[src/rtl/shift_pkg.sv]
`default_nettype none
// ============================================================================
// shift_pkg : shared encodings for the shift sequence controller
// Revision  : 1.0 - initial release
// ============================================================================
package shift_pkg;

  // Shift-register mode codes presented on sr_s
  localparam logic [2:0] c_sr_hold = 3'b000;
  localparam logic [2:0] c_sr_load = 3'b001;
  localparam logic [2:0] c_sr_shl  = 3'b010;
  localparam logic [2:0] c_sr_shr  = 3'b011;

  // Fill modes; 2'b11 is deliberately left to fall through as logical
  localparam logic [1:0] c_op_logical = 2'b00;
  localparam logic [1:0] c_op_rotate  = 2'b01;
  localparam logic [1:0] c_op_arith   = 2'b10;

  typedef enum logic [1:0] {
    S_IDLE  = 2'd0,
    S_LOAD  = 2'd1,
    S_SHIFT = 2'd2,
    S_DONE  = 2'd3
  } state_t;

endpackage
`default_nettype wire

[src/rtl/shift_seq_ctrl_if.sv]
`default_nettype none
// ============================================================================
// shift_seq_ctrl_if : request/response and shift-register signals
// Revision          : 1.0 - initial release
// ============================================================================
interface shift_seq_ctrl_if #(
  parameter int WIDTH = 8,
  parameter int AMT_W = 3
);
  logic             start;
  logic [WIDTH-1:0] data_in;
  logic [AMT_W-1:0] amt;
  logic             dir;
  logic [1:0]       op;
  logic [WIDTH-1:0] sr_q;
  logic [WIDTH-1:0] sr_data;
  logic [2:0]       sr_s;
  logic             sr_sl;
  logic             sr_sr;
  logic             busy;
  logic             done;
  logic [WIDTH-1:0] result;

  modport master (
    output start, data_in, amt, dir, op, sr_q,
    input  sr_data, sr_s, sr_sl, sr_sr, busy, done, result
  );

  modport slave (
    input  start, data_in, amt, dir, op, sr_q,
    output sr_data, sr_s, sr_sl, sr_sr, busy, done, result
  );
endinterface
`default_nettype wire

[src/rtl/shift_fill_sel.sv]
`default_nettype none
// ============================================================================
// shift_fill_sel : serial fill bit for the external shift register
// Revision       : 1.0 - initial release
// ============================================================================
module shift_fill_sel
  import shift_pkg::*;
#(
  parameter int WIDTH = 8
) (
  input  wire logic [1:0]       op,
  input  wire logic             dir,
  input  wire logic [WIDTH-1:0] sr_q,
  output logic                  sl,
  output logic                  sr
);
  // Only the end bits feed the fill; the rest are tied off here
  logic w_unused;
  assign w_unused = ^sr_q[WIDTH-2:1];

  always_comb begin
    sl = 1'b0;
    sr = 1'b0;
    if (!dir) begin
      if (op == c_op_rotate) sl = sr_q[WIDTH-1];
    end else begin
      case (op)
        c_op_rotate: sr = sr_q[0];
        c_op_arith:  sr = sr_q[WIDTH-1];
        default:     sr = 1'b0;
      endcase
    end
  end
endmodule
`default_nettype wire

[src/rtl/shift_seq_ctrl.sv]
`default_nettype none
// ============================================================================
// shift_seq_ctrl : sequences load/shift/hold on an external shift register
// Revision       : 1.0 - initial release
// ============================================================================
module shift_seq_ctrl
  import shift_pkg::*;
#(
  parameter int WIDTH = 8,
  parameter int AMT_W = 3
) (
  input wire logic        clk,
  input wire logic        rst_n,
  shift_seq_ctrl_if.slave bus
);
  state_t           r_state, w_next;
  logic [WIDTH-1:0] r_data;
  logic [WIDTH-1:0] r_result;
  logic [AMT_W-1:0] r_cnt;
  logic             r_dir;
  logic [1:0]       r_op;
  logic             r_done;

  logic [2:0]       w_sr_s;
  logic [WIDTH-1:0] w_sr_data;
  logic             w_fill_sl, w_fill_sr;

  shift_fill_sel #(.WIDTH(WIDTH)) u_fill (
    .op   (r_op),
    .dir  (r_dir),
    .sr_q (bus.sr_q),
    .sl   (w_fill_sl),
    .sr   (w_fill_sr)
  );

  always_ff @(posedge clk or negedge rst_n) begin
    if (!rst_n) begin
      r_state  <= S_IDLE;
      r_data   <= '0;
      r_result <= '0;
      r_cnt    <= '0;
      r_dir    <= 1'b0;
      r_op     <= 2'b00;
      r_done   <= 1'b0;
    end else begin
      r_state <= w_next;
      r_done  <= (r_state == S_DONE);
      if (r_state == S_IDLE && bus.start) begin
        r_data <= bus.data_in;
        r_cnt  <= bus.amt;
        r_dir  <= bus.dir;
        r_op   <= bus.op;
      end
      if (r_state == S_SHIFT) r_cnt <= r_cnt - AMT_W'(1);
      // sr_q is settled here because DONE holds the register
      if (r_state == S_DONE) r_result <= bus.sr_q;
    end
  end

  always_comb begin
    w_next    = r_state;
    w_sr_s    = c_sr_hold;
    w_sr_data = '0;
    case (r_state)
      S_IDLE: begin
        if (bus.start) w_next = S_LOAD;
      end
      S_LOAD: begin
        w_sr_s    = c_sr_load;
        w_sr_data = r_data;
        w_next    = (r_cnt == '0) ? S_DONE : S_SHIFT;
      end
      S_SHIFT: begin
        w_sr_s = r_dir ? c_sr_shr : c_sr_shl;
        if (r_cnt == AMT_W'(1)) w_next = S_DONE;
      end
      S_DONE: begin
        w_next = S_IDLE;
      end
      default: w_next = S_IDLE;
    endcase
  end

  assign bus.sr_s    = w_sr_s;
  assign bus.sr_data = w_sr_data;
  assign bus.sr_sl   = (r_state == S_SHIFT) ? w_fill_sl : 1'b0;
  assign bus.sr_sr   = (r_state == S_SHIFT) ? w_fill_sr : 1'b0;
  assign bus.busy    = (r_state != S_IDLE);
  assign bus.done    = r_done;
  assign bus.result  = r_result;
endmodule
`default_nettype wire

[src/flat_wrapper.sv]
// flat-port wrapper written by rule: the top's interface ports become plain ports
module shift_seq_ctrl_flat import shift_pkg::*;
#(
  parameter int WIDTH = 8,
  parameter int AMT_W = 3
)
  (clk, rst_n, bus_start, bus_data_in, bus_amt, bus_dir, bus_op, bus_sr_q, bus_sr_data, bus_sr_s, bus_sr_sl, bus_sr_sr, bus_busy, bus_done, bus_result);
  shift_seq_ctrl_if #(.WIDTH(WIDTH), .AMT_W(AMT_W)) bus_i ();
  input wire logic clk;
  input wire logic rst_n;
  input wire logic [$bits(bus_i.start)-1:0] bus_start;
  input wire logic [$bits(bus_i.data_in)-1:0] bus_data_in;
  input wire logic [$bits(bus_i.amt)-1:0] bus_amt;
  input wire logic [$bits(bus_i.dir)-1:0] bus_dir;
  input wire logic [$bits(bus_i.op)-1:0] bus_op;
  input wire logic [$bits(bus_i.sr_q)-1:0] bus_sr_q;
  output wire logic [$bits(bus_i.sr_data)-1:0] bus_sr_data;
  output wire logic [$bits(bus_i.sr_s)-1:0] bus_sr_s;
  output wire logic [$bits(bus_i.sr_sl)-1:0] bus_sr_sl;
  output wire logic [$bits(bus_i.sr_sr)-1:0] bus_sr_sr;
  output wire logic [$bits(bus_i.busy)-1:0] bus_busy;
  output wire logic [$bits(bus_i.done)-1:0] bus_done;
  output wire logic [$bits(bus_i.result)-1:0] bus_result;
  assign bus_i.start = bus_start;
  assign bus_i.data_in = bus_data_in;
  assign bus_i.amt = bus_amt;
  assign bus_i.dir = bus_dir;
  assign bus_i.op = bus_op;
  assign bus_i.sr_q = bus_sr_q;
  assign bus_sr_data = bus_i.sr_data;
  assign bus_sr_s = bus_i.sr_s;
  assign bus_sr_sl = bus_i.sr_sl;
  assign bus_sr_sr = bus_i.sr_sr;
  assign bus_busy = bus_i.busy;
  assign bus_done = bus_i.done;
  assign bus_result = bus_i.result;
  shift_seq_ctrl #(.WIDTH(WIDTH), .AMT_W(AMT_W)) u_core (.clk(clk), .rst_n(rst_n), .bus(bus_i));
endmodule
[config.mk]
export PLATFORM = sky130hd
export DESIGN_NAME = shift_seq_ctrl_flat
export DESIGN_NICKNAME = d
export VERILOG_FILES = /design/src/rtl/shift_pkg.sv /design/src/rtl/shift_seq_ctrl_if.sv /design/src/rtl/shift_fill_sel.sv /design/src/rtl/shift_seq_ctrl.sv /design/src/flat_wrapper.sv
export SDC_FILE = /design/constraint.sdc
export NUM_CORES = 1
export LEC_CHECK = 0
export CAP_MARGIN = 20
export CORE_MARGIN = 5
export CORE_UTILIZATION = 44
export CTS_CLUSTER_DIAMETER = 30
export DETAILED_ROUTE_END_ITERATION = 7
export GPL_TIMING_DRIVEN = 0
export PLACE_DENSITY = 0.8
export SETUP_SLACK_MARGIN = 0.05
export SYNTH_ARGS = -nofsm -noshare
export SYNTH_HDL_FRONTEND = slang
export SYNTH_HIERARCHICAL = 1
export SYNTH_SLANG_ARGS = --single-unit
[constraint.sdc]
create_clock -name clk -period 2.2 [get_ports clk]
set_clock_uncertainty 0.2 [all_clocks]
set_input_delay 0.44 -clock clk [delete_from_list [all_inputs] [get_ports clk]]
set_output_delay 0.44 -clock clk [all_outputs]
set_load 0.03 [all_outputs]
pdn.png
Bar = 20 µm. Pins as bars on the die edge. Tap cells in grey.
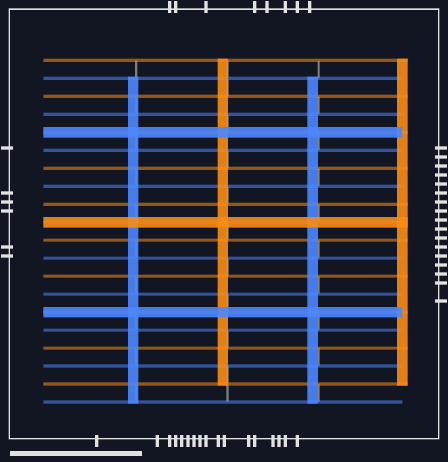
Orange marks VDD. Blue marks VSS.
4 straps on met4. 3 straps on met5. 20 met1 rails follow the rows. 48 signal pins sit on the boundary.

cell_classes.png
Bar = 20 µm.
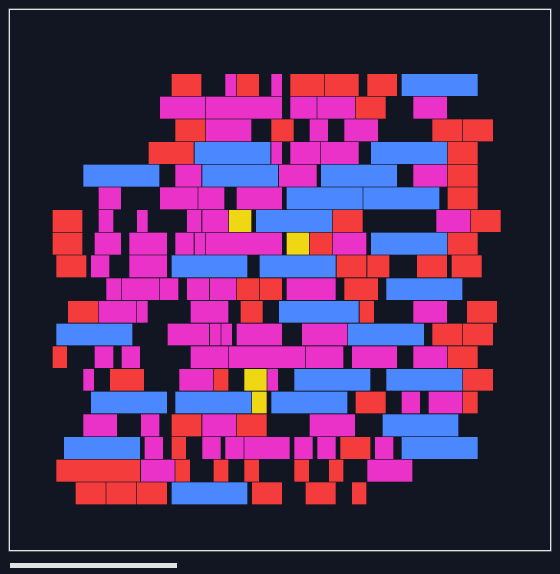
Red marks other buffers and delay cells, cells 57. Magenta marks all other logic, cells 73. Blue marks flops, cells 25. Yellow marks clock drivers and dummy loads, cells 4.

clock_map.png
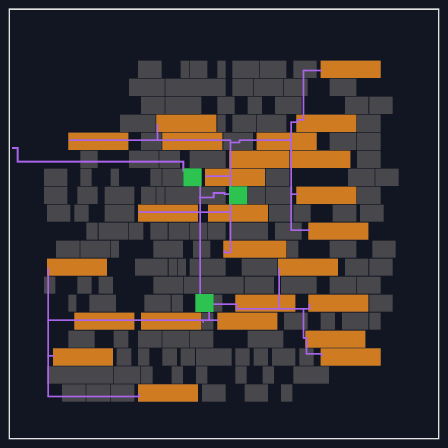
Orange marks flip-flops, count 25. Purple marks clock wires, length 256 µm. Green marks cells driving clock nets, count 3.
There are 4 routed clock nets.

==> Changelog: implementation <==
### Implementation results

* Buffers, non-clock at about 57
* Remaining antenna violation count at 0
* Adder Area Share at 0.104
* RSZ-0062 raised after global routing: yes
* Floorplan core area at ~2800 µm²
* Init Core Util at 0.470
* ClkCell Share at 0.0141
* Hold Slack at 0.179 ns
* Power per Cell Area at 1500 nW/µm²
* Clock power share at 0.067
* R2R Setup Slk at around 0.45 ns
* NonClk Buf Share at 0.270
* Vias per inst at a little over 5
* Met2 wire length at roughly 1600 µm
* Seq_cells at 25
* Top cell area share at 0.474
* CTS max path bufs at 2
* Post-cts resize count at about 73
* Worst endpoint required time at around 1.6 ns
* Met3 Wirelength at approximately 150 µm
* Sw Share at 0.422
* Number of DRC violations after detailed-routing iteration 0 at 21
* Reg2Reg Launch Point: u_core/r_state[0]
* Port buffer count at 46
* Synth area leader: dfrtp_1
* Setup CP Type: reg2out
* Post-detail-place hpwl at about 2200 µm
* ANT cells at 0
* Synth area leaders: dfrtp_1 47%, ha_1 10%, mux2_4 9.1%
* Top routing layer in use: met3
* Die W at roughly 65 µm
* Wirelength, routed at 2990 µm
* H-tree Lvls at 1
* First-pass GRT wire length at 4970 µm
* Seq cells post-synth at 25
* Total die size at between 4000 and 5000 µm²
* Layout cell share with drive strength beyond 1 at 0.352
* GP Congestion at 0.708
* Net count after synthesis at 138
* Placement Cell Area at between 1500 and 2000 µm²
* Pin count of the biggest net entering global routing at 26
* Top logic family: multiplexers
* Critical path launch point type: register
* Fin area at 1950 µm²
* Final instance count without filler cells at 190
* Clock net sink count at 25
* Util after Layout at 0.695
* Vias in the first global route at approximately 1000
* Wl on met1 at between 1000 and 1500 µm
* F_max at about 0.47 GHz
* Area grow syn2layout at 47.8%
* Clkbuf count at 3
* Syn avg cell area at around 13 µm²
* Post-Place Cells at approximately 180
* Post-CTS Hold Fix Bufs at 0
* CTS root buf: clkbuf_4
* Fin. max-slew vios at 0
* CP peak stage delay at 0.43 ns
* Final number of hold-violating endpoints at 0
* Sequential fraction of the synthesis area at 0.474
* # Taps at 31
* Synth mux share at 0.194
* Internal Power at 1.69 mW
* Post-Synth AOI/OAI Area at 0.0778
* DR DRC count at 0
* Logic gate fraction of the total cell area at 0.359
* Post-synth top flop: dfrtp_1
* CTS buffer count at 3
* Setup WS post-layout at about 0.055 ns
* Yosys stat cell total at just over 100
* GR Util All Layers at 0.150
* Simple-Gate Area Share at 0.0958
* Unique cell types at 27
* Tcrit/Tclk final at 0.975
* Post-synth EDFFs at 0
* Setup TNS at 0 ns
* Post-CTS setup buffers at 5
* I/O pin count at approximately 48
* Total iterations of the first detailed-routing run at 4
* #MultiIn Comb at between 60 and 70
* Minimum clock period at 2.15 ns
* Seq. cell area at between 600 and 700 µm²
* Post-Syn Instances at between 100 and 150
* Synth Area in XOR/XNOR at 0.00664
* R2R depth at 6
* Run status: finished clean
* Pre-CTS setup slack at -0.416 ns
* Largest cell class: combinational gates
* Tightest Hold Check Type: in2async
* CP Capture Type: output port
* Crit-path slowest cell: dfrtp_1
* Final total power at between 2 and 3 mW
* Seq pwr share at 0.295
* Flop share of the area at 0.322
* Comb area at about 700 µm²
* Crit-path max FO at 3
* Nets@finish at roughly 200
* Die Height at between 60 and 70 µm
* Gate power share at 0.638
* Nonclk inv count at 8
* Worst r2r dst: u_core/r_dir
* Clock slew at reported path FFs at 0.13 ns
* OpenROAD warnings at 36
* TritonCTS clock tree: done
* Top cell type by instance count after synthesis: dfrtp_1
* Net switching power at between 1 and 1.5 mW
* Fill cell count at 222
* Initial antenna violation count at 0
* Leakage at just over 0.9 nW
* Max IR drop VDD at ~720 µV
* Worst path cell trace: ha_1 > nor3b_2 > and2_4 > buf_6
* Via count at a little under 1000
* WL/cell at between 15 and 20 µm
* Cell Area, Synth at approximately 1300 µm²
* Yosys Chip Area at roughly 1300 µm²
* Critical Path AT at ~1.5 ns
* GRT overflow at 0
* Fraction of registers with async set or reset after synthesis at 1.00
* Final setup violation count at 0
* Synth top cells by count: 25 x dfrtp_1, 11 x ha_1, 10 x and2_1
* Clock Latency Late Sink at 0.31 ns
* Cell row count at 19
[how the worst max path moves through the flow]
stage                 startpoint          end  slack (ns)  cells after the start
2_1_floorplan  u_core/r_state[0]  bus_sr_s[0]        0.15                      5
3_3_place_gp         bus_sr_q[7]    bus_sr_sr       -0.41                      5
3_5_place_dp         bus_sr_q[7]    bus_sr_sr       -0.42                      5
4_1_cts        u_core/r_state[1]  bus_sr_s[0]        0.04                      5
5_1_grt           u_core/r_op[1]    bus_sr_sr       -0.03                      4
6_report          u_core/r_op[1]    bus_sr_sr        0.05                      4
[layer usage]
metal / global-route usage / vias to the layer above
li1: - / 457
met5: 0 / -
met2: 0.282 / 27
met1: 0.179 / 481
met3: 0.0242 / 0
met4: 0.0317 / 0
[cell usage in the layout, fill, tap and decap left out, drive strengths merged, types with 2 or more instances in the layout]
master / count
a211oi: 3
mux2: 20
a311oi: 2
and2: 10
nor2b: 2
clkbuf: 4
buf: 23
and3: 2
dfrtp: 25
inv: 8
clkdlybuf4s50: 33
a21oi: 5
ha: 11
[flip-flops by register name (all words and copies together) (netlist names)]
name / flops
u_core/bus.result: 8
u_core/r_data: 8
u_core/r_cnt: 3
u_core/r_op: 2
u_core/r_state: 2
u_core/bus.done: 1
u_core/r_dir: 1
[worst max-delay path: cells and delay by family, from the launching register on]
kind                       cells  cell delay (ns)
and+or+nand+nor                2             0.32
DFF                            1             0.43
adders and majority gates      1             0.32
buffers and inverters          1             0.12
[power by group through the flow]
stage | Combinational [mW] | Sequential [mW] | Clock, mW
5_1_grt | 1.97 | 0.891 | 0.228
3_5_place_dp | 1.65 | 0.867 | 0
6_report | 1.86 | 0.859 | 0.197
3_3_place_gp | 1.60 | 0.844 | 0
4_1_cts | 1.75 | 0.848 | 0.208
2_1_floorplan | 0.946 | 0.994 | 0
Power figures rest on the tool's default switching activity, not on a simulated workload.
